===== config.mk =====
export PLATFORM = sky130hd
export DESIGN_NAME = uart_rx_ctrl
export DESIGN_NICKNAME = d
export VERILOG_FILES = /design/src/rtl/uart_rx_ctrl.sv
export SDC_FILE = /design/constraint.sdc
export NUM_CORES = 1
export LEC_CHECK = 0
export ABC_AREA = 0
export CAP_MARGIN = 20
export CORE_ASPECT_RATIO = 0.75
export CORE_MARGIN = 2
export CORE_UTILIZATION = 50
export DETAILED_ROUTE_END_ITERATION = 8
export GPL_TIMING_DRIVEN = 0
export PLACE_DENSITY = 0.8
export SLEW_MARGIN = 20
export SYNTH_ARGS = -nofsm -noshare
export SYNTH_HDL_FRONTEND = slang
export SYNTH_SLANG_ARGS = --single-unit

===== constraint.sdc =====
create_clock -name CLK -period 2.95 [get_ports CLK]
set_input_delay 0.59 -clock CLK [delete_from_list [all_inputs] [get_ports CLK]]
set_output_delay 0.59 -clock CLK [all_outputs]
set_load 0.01 [all_outputs]

===== src/rtl/uart_rx_ctrl.sv =====
// UART receiver control stage: between-frame config updates, show-ahead byte FIFO and error status.
// Optional error counters are compiled in when UART_RX_ERR_CNT_EN is defined.
module uart_rx_ctrl #(
    parameter int unsigned DATA_WIDTH   = 8,
    parameter int unsigned FIFO_DEPTH   = 4,
    parameter int unsigned PRESCALE_W   = 6,
    parameter int unsigned RST_PRESCALE = 8,
    parameter int unsigned ERR_CNT_W    = 8
) (
    input  logic                  CLK,
    input  logic                  RST,
    input  logic                  cfg_wr,
    input  logic                  cfg_par_en,
    input  logic                  cfg_par_typ,
    input  logic [PRESCALE_W-1:0] cfg_prescale,
    output logic                  cfg_busy,
    input  logic                  rx_busy,
    output logic                  rx_en,
    output logic                  par_en,
    output logic                  par_typ,
    output logic [PRESCALE_W-1:0] prescale,
    input  logic [DATA_WIDTH-1:0] rx_data,
    input  logic                  rx_data_valid,
    input  logic                  rx_par_err,
    input  logic                  rx_frm_err,
    output logic [DATA_WIDTH-1:0] out_data,
    output logic                  out_valid,
    input  logic                  out_ready,
    output logic                  overflow,
    input  logic                  clr_status,
    output logic [ERR_CNT_W-1:0]  par_err_cnt,
    output logic [ERR_CNT_W-1:0]  frm_err_cnt
);

    localparam int unsigned PTR_W = $clog2(FIFO_DEPTH);

    typedef enum logic [1:0] {
        RUN   = 2'd0,
        HOLD  = 2'd1,
        APPLY = 2'd2
    } state_t;

    state_t                state, state_nx;
    logic                  pend_par_en;
    logic                  pend_par_typ;
    logic [PRESCALE_W-1:0] pend_prescale;

    always_ff @(posedge CLK) begin
        if (RST) begin
            state         <= RUN;
            pend_par_en   <= 1'b1;
            pend_par_typ  <= 1'b0;
            pend_prescale <= PRESCALE_W'(RST_PRESCALE);
            par_en        <= 1'b1;
            par_typ       <= 1'b0;
            prescale      <= PRESCALE_W'(RST_PRESCALE);
        end else begin
            state <= state_nx;
            if (cfg_wr && state != APPLY) begin
                pend_par_en   <= cfg_par_en;
                pend_par_typ  <= cfg_par_typ;
                pend_prescale <= cfg_prescale;
            end
            if (state == APPLY) begin
                par_en   <= pend_par_en;
                par_typ  <= pend_par_typ;
                prescale <= pend_prescale;
            end
        end
    end

    always_comb begin
        state_nx = state;
        rx_en    = 1'b1;
        cfg_busy = 1'b0;
        unique case (state)
            RUN: begin
                if (cfg_wr) state_nx = HOLD;
            end
            HOLD: begin
                cfg_busy = 1'b1;
                if (!rx_busy) state_nx = APPLY;
            end
            APPLY: begin
                rx_en    = 1'b0;
                cfg_busy = 1'b1;
                state_nx = RUN;
            end
            default: state_nx = RUN;
        endcase
    end

    logic [DATA_WIDTH-1:0] mem [FIFO_DEPTH];
    logic [PTR_W-1:0]      wr_ptr, rd_ptr;
    logic [PTR_W:0]        count;
    logic                  full, pop, push, drop;

    assign full      = (count == (PTR_W+1)'(FIFO_DEPTH));
    assign out_valid = (count != '0);
    assign out_data  = mem[rd_ptr];
    assign pop       = out_valid && out_ready;
    // A pop frees the slot in the same cycle, so a full FIFO still accepts a push alongside it.
    assign push      = rx_data_valid && (!full || pop);
    assign drop      = rx_data_valid && full && !pop;

    always_ff @(posedge CLK) begin
        if (RST) begin
            wr_ptr   <= '0;
            rd_ptr   <= '0;
            count    <= '0;
            overflow <= 1'b0;
            for (int unsigned i = 0; i < FIFO_DEPTH; i++) mem[i] <= '0;
        end else begin
            if (push) begin
                mem[wr_ptr] <= rx_data;
                wr_ptr      <= wr_ptr + PTR_W'(1);
            end
            if (pop) rd_ptr <= rd_ptr + PTR_W'(1);
            if (push && !pop)      count <= count + (PTR_W+1)'(1);
            else if (pop && !push) count <= count - (PTR_W+1)'(1);
            if (clr_status)  overflow <= 1'b0;
            else if (drop)   overflow <= 1'b1;
        end
    end

`ifdef UART_RX_ERR_CNT_EN
    always_ff @(posedge CLK) begin
        if (RST || clr_status) begin
            par_err_cnt <= '0;
            frm_err_cnt <= '0;
        end else begin
            if (rx_par_err && par_err_cnt != '1) par_err_cnt <= par_err_cnt + ERR_CNT_W'(1);
            if (rx_frm_err && frm_err_cnt != '1) frm_err_cnt <= frm_err_cnt + ERR_CNT_W'(1);
        end
    end
`else
    logic unused_err;
    assign unused_err  = rx_par_err ^ rx_frm_err;
    assign par_err_cnt = '0;
    assign frm_err_cnt = '0;
`endif

endmodule


==> flow_summary.html <==
<h2>Implementation results</h2>
<table>
<tr><th>Metric</th><th>Value</th></tr>
<tr><th colspan="2">Run status</th></tr>
<tr><td>Status</td><td>completed</td></tr>
<tr><th colspan="2">STA</th></tr>
<tr><td>Worst slew margin relative to its limit</td><td>approximately 45%</td></tr>
<tr><td>Worst hold slack across all endpoints</td><td>~0.46 ns</td></tr>
<tr><td># setup viols final</td><td>0</td></tr>
<tr><td>Fin crit period</td><td>about 2.6 ns</td></tr>
<tr><td>Worst setup skew after layout</td><td>~0.0048 ns</td></tr>
<tr><th colspan="2">Die</th></tr>
<tr><td>Height of the die</td><td>67.3 um</td></tr>
<tr><td>Die Area</td><td>a little under 6000 sq um</td></tr>
<tr><th colspan="2">Yosys</th></tr>
<tr><td>Total cells reported by yosys after synthesis</td><td>roughly 220</td></tr>
<tr><td>Sequential cell area fraction in the yosys report</td><td>around 57%</td></tr>
<tr><td>Main kind of combinational logic by area</td><td>simple AND/OR/NAND/NOR gates</td></tr>
<tr><td>Xor and xnor fraction of the mapped netlist area</td><td>roughly 1.3%</td></tr>
<tr><td>Post-synth area hogs</td><td>edfxtp_1 36%, dfxtp_1 21%, and2_1 7.5%</td></tr>
<tr><th colspan="2">Power</th></tr>
<tr><td>Heaviest power group</td><td>sequential cells</td></tr>
<tr><td>P per Cell Area</td><td>just under 700 nW/um^2</td></tr>
<tr><td>Combinational fraction of design power</td><td>~25%</td></tr>
<tr><th colspan="2">Clock network</th></tr>
<tr><td>Maximum level of the CTS H-tree</td><td>3</td></tr>
<tr><td>Cell at the root of the clock tree</td><td>clkbuf_8</td></tr>
<tr><td>Clock slew at reported path FFs</td><td>around 0.070 ns</td></tr>
<tr><td>Clk Latency, worst-skew pair</td><td>between 0.3 and 0.4 ns</td></tr>
<tr><td>Worst-case clock buffer depth</td><td>2</td></tr>
<tr><td>Hold buffers post-CTS</td><td>0</td></tr>
<tr><td>Gates resized, CTS repair</td><td>0</td></tr>
<tr><th colspan="2">Finish</th></tr>
<tr><td>Dominant logic cell type in the layout</td><td>clkdlybuf4s50_1</td></tr>
<tr><td>Growth of design area from synthesis to finish</td><td>29.9%</td></tr>
<tr><td>Layout Nets</td><td>approximately 320</td></tr>
<tr><td>Diodes inserted</td><td>0</td></tr>
<tr><th colspan="2">Worst setup path</th></tr>
<tr><td>RR Endpoint</td><td>count[2]</td></tr>
<tr><td>Required time of the critical path</td><td>about 3.2 ns</td></tr>
<tr><td>Worst setup slack for register-to-register paths</td><td>0.64 ns</td></tr>
<tr><td>Type of destination of the critical path</td><td>flop</td></tr>
<tr><td>Largest fanout of any net on the critical path</td><td>8</td></tr>
<tr><td>Critical path class</td><td>primary input to flop</td></tr>
<tr><td>Critical register-to-register path startpoint</td><td>count[0]</td></tr>
<tr><td>Standard cell with the maximum stage delay on the critical path</td><td>clkdlybuf4s50_1</td></tr>
<tr><td>Capturing instance or port of the critical path</td><td>count[2]</td></tr>
<tr><th colspan="2">Hold path</th></tr>
<tr><td>Hold Path Class</td><td>flop to flop</td></tr>
<tr><th colspan="2">Detailed routing</th></tr>
<tr><td>Post-DR wirelength/cell</td><td>roughly 13 um</td></tr>
<tr><td>Via/cell ratio</td><td>4.74</td></tr>
<tr><td>Antenna Violating Nets Remaining</td><td>0</td></tr>
<tr><th colspan="2">GRT</th></tr>
<tr><td>Antenna violations before repair</td><td>0</td></tr>
<tr><th colspan="2">Run</th></tr>
<tr><td>Tally of OpenROAD warnings</td><td>30</td></tr>
<tr><th colspan="2">Place</th></tr>
<tr><td>Count of input and output buffers</td><td>42</td></tr>
</table>
[per-layer routing]
| metal | vias to the layer above | global-route usage, % | routed length (um) |
|---|---|---|---|
| li1 | 874 | - | - |
| met1 | 821 | 22.1 | 2040 |
| met2 | 54 | 28.4 | 2400 |
| met3 | 5 | 5.87 | 315 |
| met4 | 0 | 5.87 | 51 |
| met5 | - | 0 | 0 |
[flip-flops by register name (all words and copies together) (netlist names), named ones only]
signal	cells
pend_par_typ	1
prescale	6
rd_ptr	2
overflow	1
state	2
pend_prescale	6
wr_ptr	2
par_typ	1
par_en	1
count	3
pend_par_en	1
mem	32
[area by class of cell]
type / instances / area, sq um
plain buffers: 24 / 153
flip-flops and latches: 60 / 1520
fillers: 407 / 1760
multi-input cells: 147 / 1040
well taps: 75 / 93.8
clock buffers: 13 / 203
clock inverters: 3 / 21.3
inverters: 6 / 22.5
repair buffers: 42 / 420
[per-stage QoR]
stage | setup WS (ns) | cells | utilization (%) | power (mW)
floorplan | 0.779 | 237 | - | 1.43
global placement | 0.0851 | 354 | 62.0 | 1.64
detailed placement | 0.0321 | 354 | 62.0 | 1.66
CTS | 0.361 | 370 | 66.2 | 2.43
global route | 0.236 | 370 | 66.4 | 2.54
finish | 0.353 | 370 | 66.4 | 2.42
[Yosys cell counts (2+ instances only)]
master / number
and2_1: 32
edfxtp_1: 32
dfxtp_1: 28
nand2_1: 21
buf_4: 16
nor2_1: 14
a21oi_1: 11
mux2i_1: 9
mux4_2: 8
inv_1: 6
buf_1: 4
ha_1: 4
xor2_1: 4
nor2b_1: 3
o21ai_0: 3
or3_1: 3
a31o_2: 2
buf_2: 2
clkbuf_1: 2
nand2b_1: 2
nand3_1: 2
nor3_1: 2
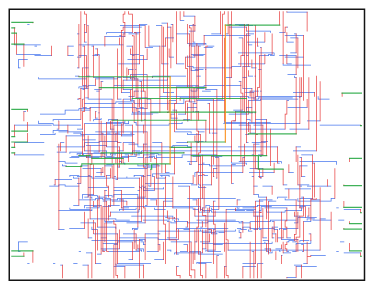
(routed metal, one color a layer)
Drawn at 4 px/um.
legend:
  metal 3:
    color: green
    wire_length: 316 um
  metal 1:
    color: blue
    wire_length: 2040 um
  metal 2:
    color: red
    wire_length: 2400 um
  metal 4:
    color: orange
    wire_length: 51.0 um

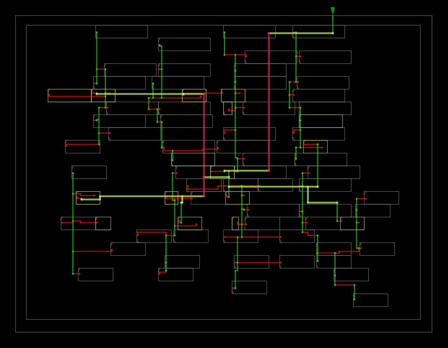
(clock routing)
Power Clock: 0.771 mW
clock buffers created by TritonCTS: 9
number of sinks driven by the clock tree: 60

Power is estimated from default activity; no workload was simulated.
